$ cat src/rtl/alu_pkg.sv
// rtl/alu_pkg.sv - ALU opcode constants and GCD controller state encoding
package alu_pkg;

  // Opcodes understood by the external 32-bit ALU
  localparam logic [2:0] ALU_ZERO = 3'd0;
  localparam logic [2:0] ALU_ADD  = 3'd1;
  localparam logic [2:0] ALU_SUB  = 3'd2;
  localparam logic [2:0] ALU_AND  = 3'd3;
  localparam logic [2:0] ALU_OR   = 3'd4;
  localparam logic [2:0] ALU_GT   = 3'd5;
  localparam logic [2:0] ALU_EQ   = 3'd6;
  localparam logic [2:0] ALU_SHL  = 3'd7;

  // Controller states: one compare-equal, one compare-greater, one subtract per step
  typedef enum logic [2:0] {
    IDLE = 3'd0,
    EQ   = 3'd1,
    GT   = 3'd2,
    SUB  = 3'd3,
    DONE = 3'd4
  } state_t;

endpackage

$ cat src/rtl/alu_gcd_ctrl_if.sv
// rtl/alu_gcd_ctrl_if.sv - request/result and external ALU signals of the GCD controller
interface alu_gcd_ctrl_if;

  logic        start;
  logic [31:0] Op_A;
  logic [31:0] Op_B;
  logic        busy;
  logic        done;
  logic        err;
  logic [31:0] Result;
  logic [2:0]  Upr_ALU;
  logic [31:0] A_ALU;
  logic [31:0] B_ALU;
  logic        C_ALU;
  logic [31:0] Out_ALU;

  // Requester plus ALU side
  modport master (
    output start, Op_A, Op_B, C_ALU, Out_ALU,
    input  busy, done, err, Result, Upr_ALU, A_ALU, B_ALU
  );

  // Controller side
  modport slave (
    input  start, Op_A, Op_B, C_ALU, Out_ALU,
    output busy, done, err, Result, Upr_ALU, A_ALU, B_ALU
  );

endinterface

$ cat src/rtl/alu_gcd_ctrl.sv
// rtl/alu_gcd_ctrl.sv - GCD by repeated subtraction, sequencing an external ALU
module alu_gcd_ctrl
  import alu_pkg::*;
#(
  parameter logic [31:0] ITER_LIMIT = 32'd1024
) (
  input  logic          clk,
  input  logic          rst_n,
  alu_gcd_ctrl_if.slave bus
);

  state_t      state_q;
  logic [31:0] x_q;
  logic [31:0] y_q;
  logic [31:0] n_q;
  logic        gt_q;
  logic        busy_q;
  logic        done_q;
  logic        err_q;
  logic [31:0] result_q;
  logic [2:0]  upr_q;
  logic [31:0] a_q;
  logic [31:0] b_q;
  logic [31:0] n_inc;

  assign n_inc = n_q + 32'd1;

  // ALU drive is registered one state ahead so it is stable for the whole state
  always_ff @(posedge clk) begin
    if (!rst_n) begin
      state_q  <= IDLE;
      x_q      <= '0;
      y_q      <= '0;
      n_q      <= '0;
      gt_q     <= 1'b0;
      busy_q   <= 1'b0;
      done_q   <= 1'b0;
      err_q    <= 1'b0;
      result_q <= '0;
      upr_q    <= ALU_ZERO;
      a_q      <= '0;
      b_q      <= '0;
    end else begin
      done_q <= 1'b0;
      case (state_q)
        IDLE: begin
          if (bus.start) begin
            x_q   <= bus.Op_A;
            y_q   <= bus.Op_B;
            n_q   <= '0;
            err_q <= 1'b0;
            if (bus.Op_A == 32'd0) begin
              result_q <= bus.Op_B;
              done_q   <= 1'b1;
              state_q  <= DONE;
            end else if (bus.Op_B == 32'd0) begin
              result_q <= bus.Op_A;
              done_q   <= 1'b1;
              state_q  <= DONE;
            end else begin
              busy_q  <= 1'b1;
              upr_q   <= ALU_EQ;
              a_q     <= bus.Op_A;
              b_q     <= bus.Op_B;
              state_q <= EQ;
            end
          end
        end
        EQ: begin
          if (bus.C_ALU) begin
            result_q <= x_q;
            busy_q   <= 1'b0;
            done_q   <= 1'b1;
            upr_q    <= ALU_ZERO;
            a_q      <= '0;
            b_q      <= '0;
            state_q  <= DONE;
          end else begin
            upr_q   <= ALU_GT;
            state_q <= GT;
          end
        end
        GT: begin
          // Larger operand becomes the minuend so the difference never wraps
          gt_q    <= bus.C_ALU;
          upr_q   <= ALU_SUB;
          a_q     <= bus.C_ALU ? x_q : y_q;
          b_q     <= bus.C_ALU ? y_q : x_q;
          state_q <= SUB;
        end
        SUB: begin
          n_q <= n_inc;
          if (gt_q) x_q <= bus.Out_ALU;
          else      y_q <= bus.Out_ALU;
          if (n_inc == ITER_LIMIT) begin
            result_q <= '0;
            err_q    <= 1'b1;
            busy_q   <= 1'b0;
            done_q   <= 1'b1;
            upr_q    <= ALU_ZERO;
            a_q      <= '0;
            b_q      <= '0;
            state_q  <= DONE;
          end else begin
            upr_q   <= ALU_EQ;
            a_q     <= gt_q ? bus.Out_ALU : x_q;
            b_q     <= gt_q ? y_q : bus.Out_ALU;
            state_q <= EQ;
          end
        end
        DONE: begin
          state_q <= IDLE;
        end
        default: begin
          busy_q  <= 1'b0;
          upr_q   <= ALU_ZERO;
          a_q     <= '0;
          b_q     <= '0;
          state_q <= IDLE;
        end
      endcase
    end
  end

  assign bus.busy    = busy_q;
  assign bus.done    = done_q;
  assign bus.err     = err_q;
  assign bus.Result  = result_q;
  assign bus.Upr_ALU = upr_q;
  assign bus.A_ALU   = a_q;
  assign bus.B_ALU   = b_q;

endmodule

$ cat src/flat_wrapper.sv
// flat-port wrapper written by rule: the top's interface ports become plain ports
module alu_gcd_ctrl_flat import alu_pkg::*;
#(
  parameter logic [31:0] ITER_LIMIT = 32'd1024
)
  (clk, rst_n, bus_start, bus_Op_A, bus_Op_B, bus_C_ALU, bus_Out_ALU, bus_busy, bus_done, bus_err, bus_Result, bus_Upr_ALU, bus_A_ALU, bus_B_ALU);
  alu_gcd_ctrl_if bus_i ();
  input  logic clk;
  input  logic rst_n;
  input wire logic [$bits(bus_i.start)-1:0] bus_start;
  input wire logic [$bits(bus_i.Op_A)-1:0] bus_Op_A;
  input wire logic [$bits(bus_i.Op_B)-1:0] bus_Op_B;
  input wire logic [$bits(bus_i.C_ALU)-1:0] bus_C_ALU;
  input wire logic [$bits(bus_i.Out_ALU)-1:0] bus_Out_ALU;
  output wire logic [$bits(bus_i.busy)-1:0] bus_busy;
  output wire logic [$bits(bus_i.done)-1:0] bus_done;
  output wire logic [$bits(bus_i.err)-1:0] bus_err;
  output wire logic [$bits(bus_i.Result)-1:0] bus_Result;
  output wire logic [$bits(bus_i.Upr_ALU)-1:0] bus_Upr_ALU;
  output wire logic [$bits(bus_i.A_ALU)-1:0] bus_A_ALU;
  output wire logic [$bits(bus_i.B_ALU)-1:0] bus_B_ALU;
  assign bus_i.start = bus_start;
  assign bus_i.Op_A = bus_Op_A;
  assign bus_i.Op_B = bus_Op_B;
  assign bus_i.C_ALU = bus_C_ALU;
  assign bus_i.Out_ALU = bus_Out_ALU;
  assign bus_busy = bus_i.busy;
  assign bus_done = bus_i.done;
  assign bus_err = bus_i.err;
  assign bus_Result = bus_i.Result;
  assign bus_Upr_ALU = bus_i.Upr_ALU;
  assign bus_A_ALU = bus_i.A_ALU;
  assign bus_B_ALU = bus_i.B_ALU;
  alu_gcd_ctrl #(.ITER_LIMIT(ITER_LIMIT)) u_core (.clk(clk), .rst_n(rst_n), .bus(bus_i));
endmodule
$ cat config.mk
export PLATFORM = sky130hd
export DESIGN_NAME = alu_gcd_ctrl_flat
export DESIGN_NICKNAME = d
export VERILOG_FILES = /design/src/rtl/alu_pkg.sv /design/src/rtl/alu_gcd_ctrl_if.sv /design/src/rtl/alu_gcd_ctrl.sv /design/src/flat_wrapper.sv
export SDC_FILE = /design/constraint.sdc
export NUM_CORES = 1
export LEC_CHECK = 0
export ABC_AREA = 0
export CORE_MARGIN = 4
export CORE_UTILIZATION = 60
export CTS_BUF_LIST = sky130_fd_sc_hd__clkbuf_8
export DETAILED_ROUTE_END_ITERATION = 8
export HOLD_SLACK_MARGIN = 0.02
export MAX_ROUTING_LAYER = met4
export PLACE_DENSITY = 0.88
export SETUP_SLACK_MARGIN = 0.05
export SYNTH_ARGS = -nofsm -noshare
export SYNTH_HDL_FRONTEND = slang
export SYNTH_SLANG_ARGS = --single-unit
$ cat constraint.sdc
create_clock -name clk -period 6.5 [get_ports clk]
set_input_delay 1.95 -clock clk [delete_from_list [all_inputs] [get_ports clk]]
set_output_delay 1.95 -clock clk [all_outputs]
set_load 0.1 [all_outputs]
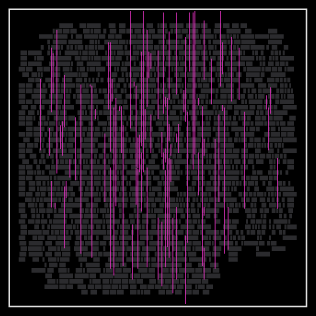
Fig. 1. Met4 routing (run 1).
(2 px per µm)
share of all routed wire	7.0%
longest straight run	85.7 µm

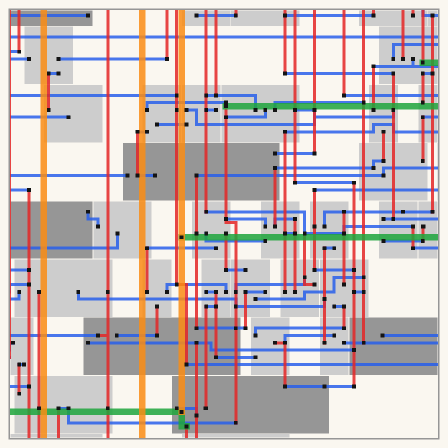
Fig. 2. Zoomed window (run 1).
Window x 101 to 121, y 27 to 47 µm. Cells in grey, sequential cells in the stronger grey; small squares are vias.
layer	colour
M3	green
M2	red
M1	blue
M4	orange
netlist names of flops here include	u_core.n_q (4), u_core.state_q (1)
sequential cells in the window	5
most frequent	dfxtp_1 (5), o21ai_0 (3), a21oi_1 (3)
cells with their middle in the window	28

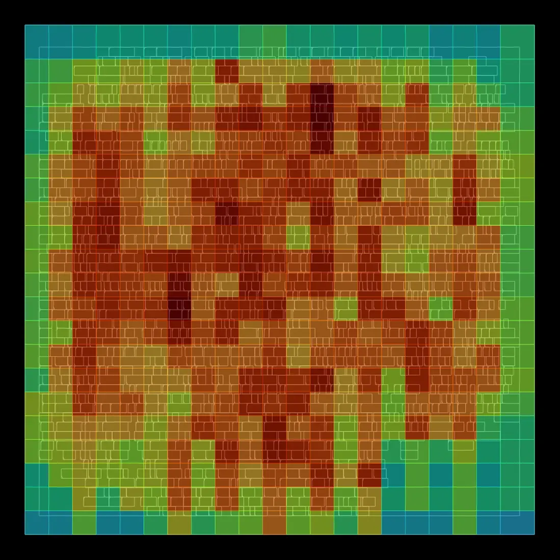
Fig. 3. Congestion heat map (run 1).
routed length per placed instance: 22.4 µm
met1 Use GR: 45.5%
post-layout util: 76.5%
met3 Resource Use GR: 7.82%

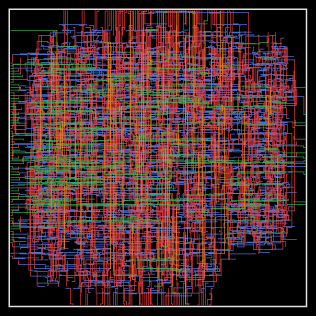
Fig. 4. Signal wires by layer (run 1).
(2 px per µm)
layer	colour	wire length
M1	blue	15,300 µm
M3	green	4,490 µm
M4	orange	2,930 µm
M2	red	19,000 µm

==> run 1: critical path, cell delays in order <==
cell,delay [ns]
clkdlybuf4s50_1,0.47
nor4_1,0.68
nand4_1,0.25
o22ai_1,0.31
o21ai_1,0.24
o21ai_0,0.19
and2_2,0.78
buf_4,0.37
nand2_1,0.09
o21ai_1,0.10
==> run 1: kinds of logic after synthesis <==
group | share of synthesized area, %
mux | 11.4
simple gates | 17.5
fa+ha+maj | 0.107
flops | 34.4
compound gates | 29.6
xor+xnor | 0.746
buf+inv | 6.23
==> run 1: power by group through the flow <==
stage	combinational, mW	clock [mW]	sequential [mW]
2_1_floorplan	1.01	0	2.92
3_3_place_gp	2.95	0	1.71
3_5_place_dp	3.00	0	1.71
4_1_cts	3.01	1.29	1.69
5_1_grt	3.17	1.34	1.73
6_report	3.04	1.29	1.71
==> results.cfg, run 1 <==
; yosys + openroad results
[outcome]
status = finished, final reports clean

[logic_synthesis]
yosys.area.top_type = dfxtp_1
ys_area_um2 = 11700
synth_cells = 1453
syn_nets = 1554
synthTopCellsByCount = dfxtp_1 (202), nor2_1 (138), nand2_1 (137)
area_leaders = dfxtp_1 (34%), mux2i_1 (11%), o21ai_0 (5.8%)
syn_area_um2 = 11700
yosys.cell_types.count = 63
synth-main-ff-cell = dfxtp_1
ys_cells = 1453
yosys.area.top_type_share_pct = 34.4

[floorplan]
die_w_um = 148
tapCellCount = 260
initial_core_util_pct = 61.9

[drt]
dr.pass1.iters = 7
drt-total-wl_mm = 41.7

[clock_tree]
cts_tree = built
clock-root-buffer = clkbuf_8
clockBufferDepth = 3

[layout]
comb_cells = 1069
largest_class = combinational gates
fillerInstances = 1367
syn2layout_area_growth_pct = 23.4
design_area_um2 = 14500
layout-drive-gt1-share_pct = 8.71
seq_share_pct = 27.9

[min_path]
min_path_cells = 2

[pwr]
comb_power_share_pct = 50.4
seqPwrFrac_pct = 28.3
power_density_nw_per_um2 = 416
netSwitchingPower_mw = 3.00

[placement]
dp_slack_ns = 1.15
gp_congestion = 1.02
place_inst = 1791
placed_area_um2 = 13700

[worst_setup_path]
cp.required_ns = 6.94
rrSetupSlack_ns = 1.94
end_kind = register

[grt]
grt_first_pass_wirelength_mm = 65.1

[sta]
setup_tns_ns = 0
==> run 1 -> run 2 <==
- CORE_UTILIZATION: 60 -> 55
- PLACE_DENSITY: 0.88 -> 0.81
- clock period: 6.5 -> 5.05 ns (I/O delays scaled with it)
==> results.cfg, run 2 <==
; yosys + openroad results
[logic_synthesis]
yosys.area.top_type = dfxtp_1
area_leaders = dfxtp_1 (34%), mux2i_1 (11%), o21ai_0 (5.8%)
yosys.area.top_type_share_pct = 34.4
ys_cells = 1453
syn_area_um2 = 11700
synth-main-ff-cell = dfxtp_1
syn_nets = 1554
synthTopCellsByCount = dfxtp_1 (202), nor2_1 (138), nand2_1 (137)
mux_share_pct = 11.4
ys_sh_xor_pct = 0.746
yosys.cell_types.count = 63

[outcome]
status = finished, final reports clean

[placement]
placed_area_um2 = 13800
gp_congestion = 0.954
place_inst = 1814

[pwr]
clock_power_mw = 1.59
power_density_nw_per_um2 = 530
pg_comb_mw = 3.92
seqPwrFrac_pct = 28.6

[worst_setup_path]
slowest_stage = or3_2
critPathBufInv = 0
cp.depth = 9
cp.required_ns = 5.47
end_kind = register
crit_chain = ha_1 -> nand3_2 -> or4_1 -> nor4_2 -> a31o_2 -> o211ai_1 -> or3_2 -> a221oi_1 -> o21ai_1
cpPeakStageDelay_ns = 0.89

[layout]
layout-drive-gt1-share_pct = 8.92
syn2layout_area_growth_pct = 23.9
design_area_um2 = 14600

[clock_tree]
clock-root-buffer = clkbuf_8
cts_tree = built
clockBufferDepth = 3

[floorplan]
die_w_um = 154
initial_core_util_pct = 55.9
## run 2: cell type report
class,instances,area (µm²)
multi-input cells,1069,7020
fillers,1700,6470
flip-flops and latches,202,4050
repair buffers,230,2240
clock buffers,50,688
well taps,275,344
inverters,38,143
clock inverters,14,60.1
diodes,5,12.5
## run 2: metal layers
| metal | wire [µm] | vias to the layer above | GRT usage, % |
|---|---|---|---|
| met2 | 19700 | 785 | 54.1 |
| met1 | 15800 | 5982 | 42.1 |
| li1 | - | 5674 | - |
| met4 | 2900 | 0 | 20.9 |
| met3 | 4120 | 175 | 6.19 |
| met5 | 0 | - | - |
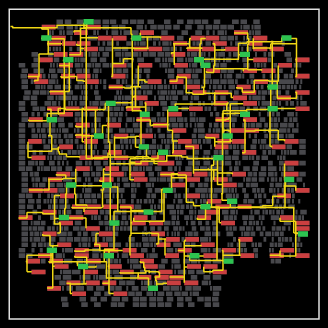
Fig. 5. Routed clock nets over the placement (run 2).
(2 px per µm)
[clock wires] yellow | length: 2,930 µm
[flip-flops] red | count: 202
[clock-net drivers] green | count: 36
flops lie	all over the die

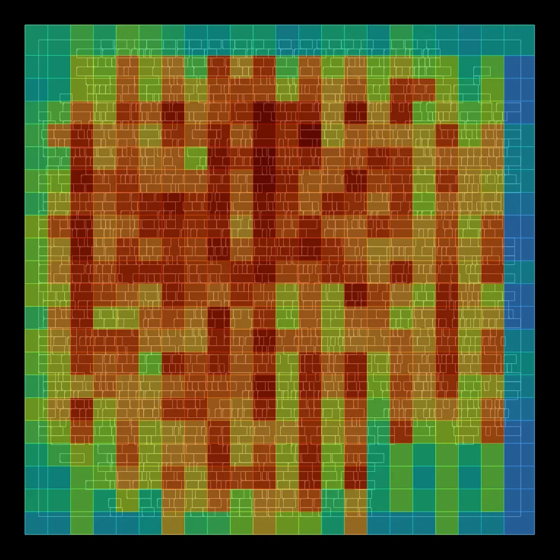
Fig. 6. Congestion heat map (run 2).
met3 Resource Use GR: 6.19%
met2 GRT Util: 54.1%
post-layout util: 69.2%
layer carrying the most global-route usage: met2
routed length per placed instance: 22.6 µm

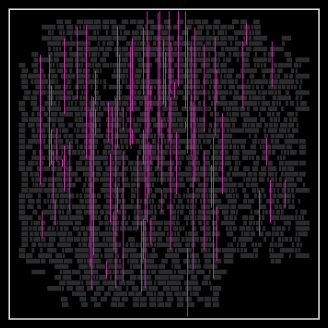
Fig. 7. Met4 routing (run 2).
(2 px per µm)
main direction	vertical
nets with wire on the layer	65

==> run 2 -> run 3 <==
- CAP_MARGIN: unset -> 5
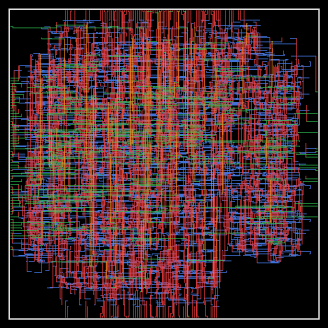
Fig. 8. Signal wires by layer (run 3).
(2 px per µm)
layer	colour	wire length
M1	blue	15,800 µm
M3	green	4,120 µm
M2	red	19,700 µm
M4	orange	2,900 µm

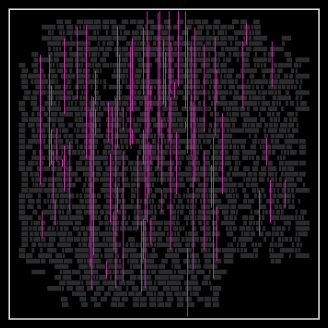
Fig. 9. Met4 routing (run 3).
(2 px per µm)
longest straight run	96.6 µm
nets with wire on the layer	65

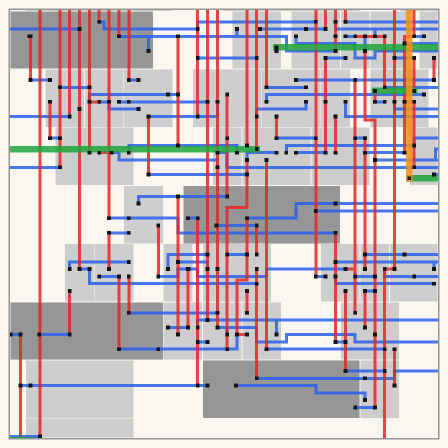
Fig. 10. Zoomed window (run 3).
Window x 106 to 126, y 29 to 49 µm. Cells in grey, sequential cells in the stronger grey; small squares are vias.
layer	colour
M3	green
M4	orange
M1	blue
M2	red
most frequent	nand2_1 (5), dfxtp_1 (4)
sequential cells in the window	4
cells with their middle in the window	35
netlist names of flops here include	u_core.n_q (4)

==> results.cfg, run 3 <==
; yosys + openroad results
[grt]
use_met1_pct = 42.1
busiest_layer = met2
use_met3_pct = 6.19

[layout]
syn2layout_area_growth_pct = 23.9
sh_comb_area_pct = 48.2
clkCellAreaFrac_pct = 5.14
buffer_area_share_pct = 15.4
n_all_buffers = 230
flops = 202
combGateArea_um2 = 7020
seq_share_pct = 27.8
largest_class = combinational gates

[drt]
wirelength_met1_mm = 15.8
route.met3.wl_mm = 4.12
route.met2.wl_mm = 19.7

[worst_setup_path]
critPathBufInv = 0
slowest_stage = or3_2

[placement]
gp_congestion = 0.954
placed_area_um2 = 13800

[floorplan]
initial_core_util_pct = 55.9
die_w_um = 154

[clock_tree]
cts_tree = built
clockBufferDepth = 3

[logic_synthesis]
ys_cells = 1453
synth-main-ff-cell = dfxtp_1
mux_share_pct = 11.4
yosys.area.top_type_share_pct = 34.4
syn_nets = 1554
synthTopCellsByCount = dfxtp_1 (202), nor2_1 (138), nand2_1 (137)
yosys.cell_types.count = 63
syn_area_um2 = 11700

[outcome]
status = finished, final reports clean

[pwr]
clock_power_mw = 1.59
seqPwrFrac_pct = 28.6
-- run 3: through the flow --
stage	worst slack [ns]	cells	utilization, %	hold slack [ns]
detailed placement	0.471	1814	65.6	0.447
global placement	0.407	1814	65.6	0.440
finish	0.741	1883	69.2	0.451
global route	0.564	1883	69.2	0.469
floorplan	1.65	1453	-	0.480
CTS	0.824	1878	69.2	0.455
-- run 3: final timing paths --
path	startpoint	endpoint	slack (ns)	cells after the start
max	u_core.n_q[0]	u_core.bus.A_ALU[10]	0.74	9
min	u_core.bus.A_ALU[14]	u_core.bus.A_ALU[14]	0.45	2
max reg2reg	u_core.n_q[0]	u_core.bus.A_ALU[10]	0.74	9
min reg2reg	u_core.bus.A_ALU[14]	u_core.bus.A_ALU[14]	0.45	2
Power and IR drop assume default switching activity.
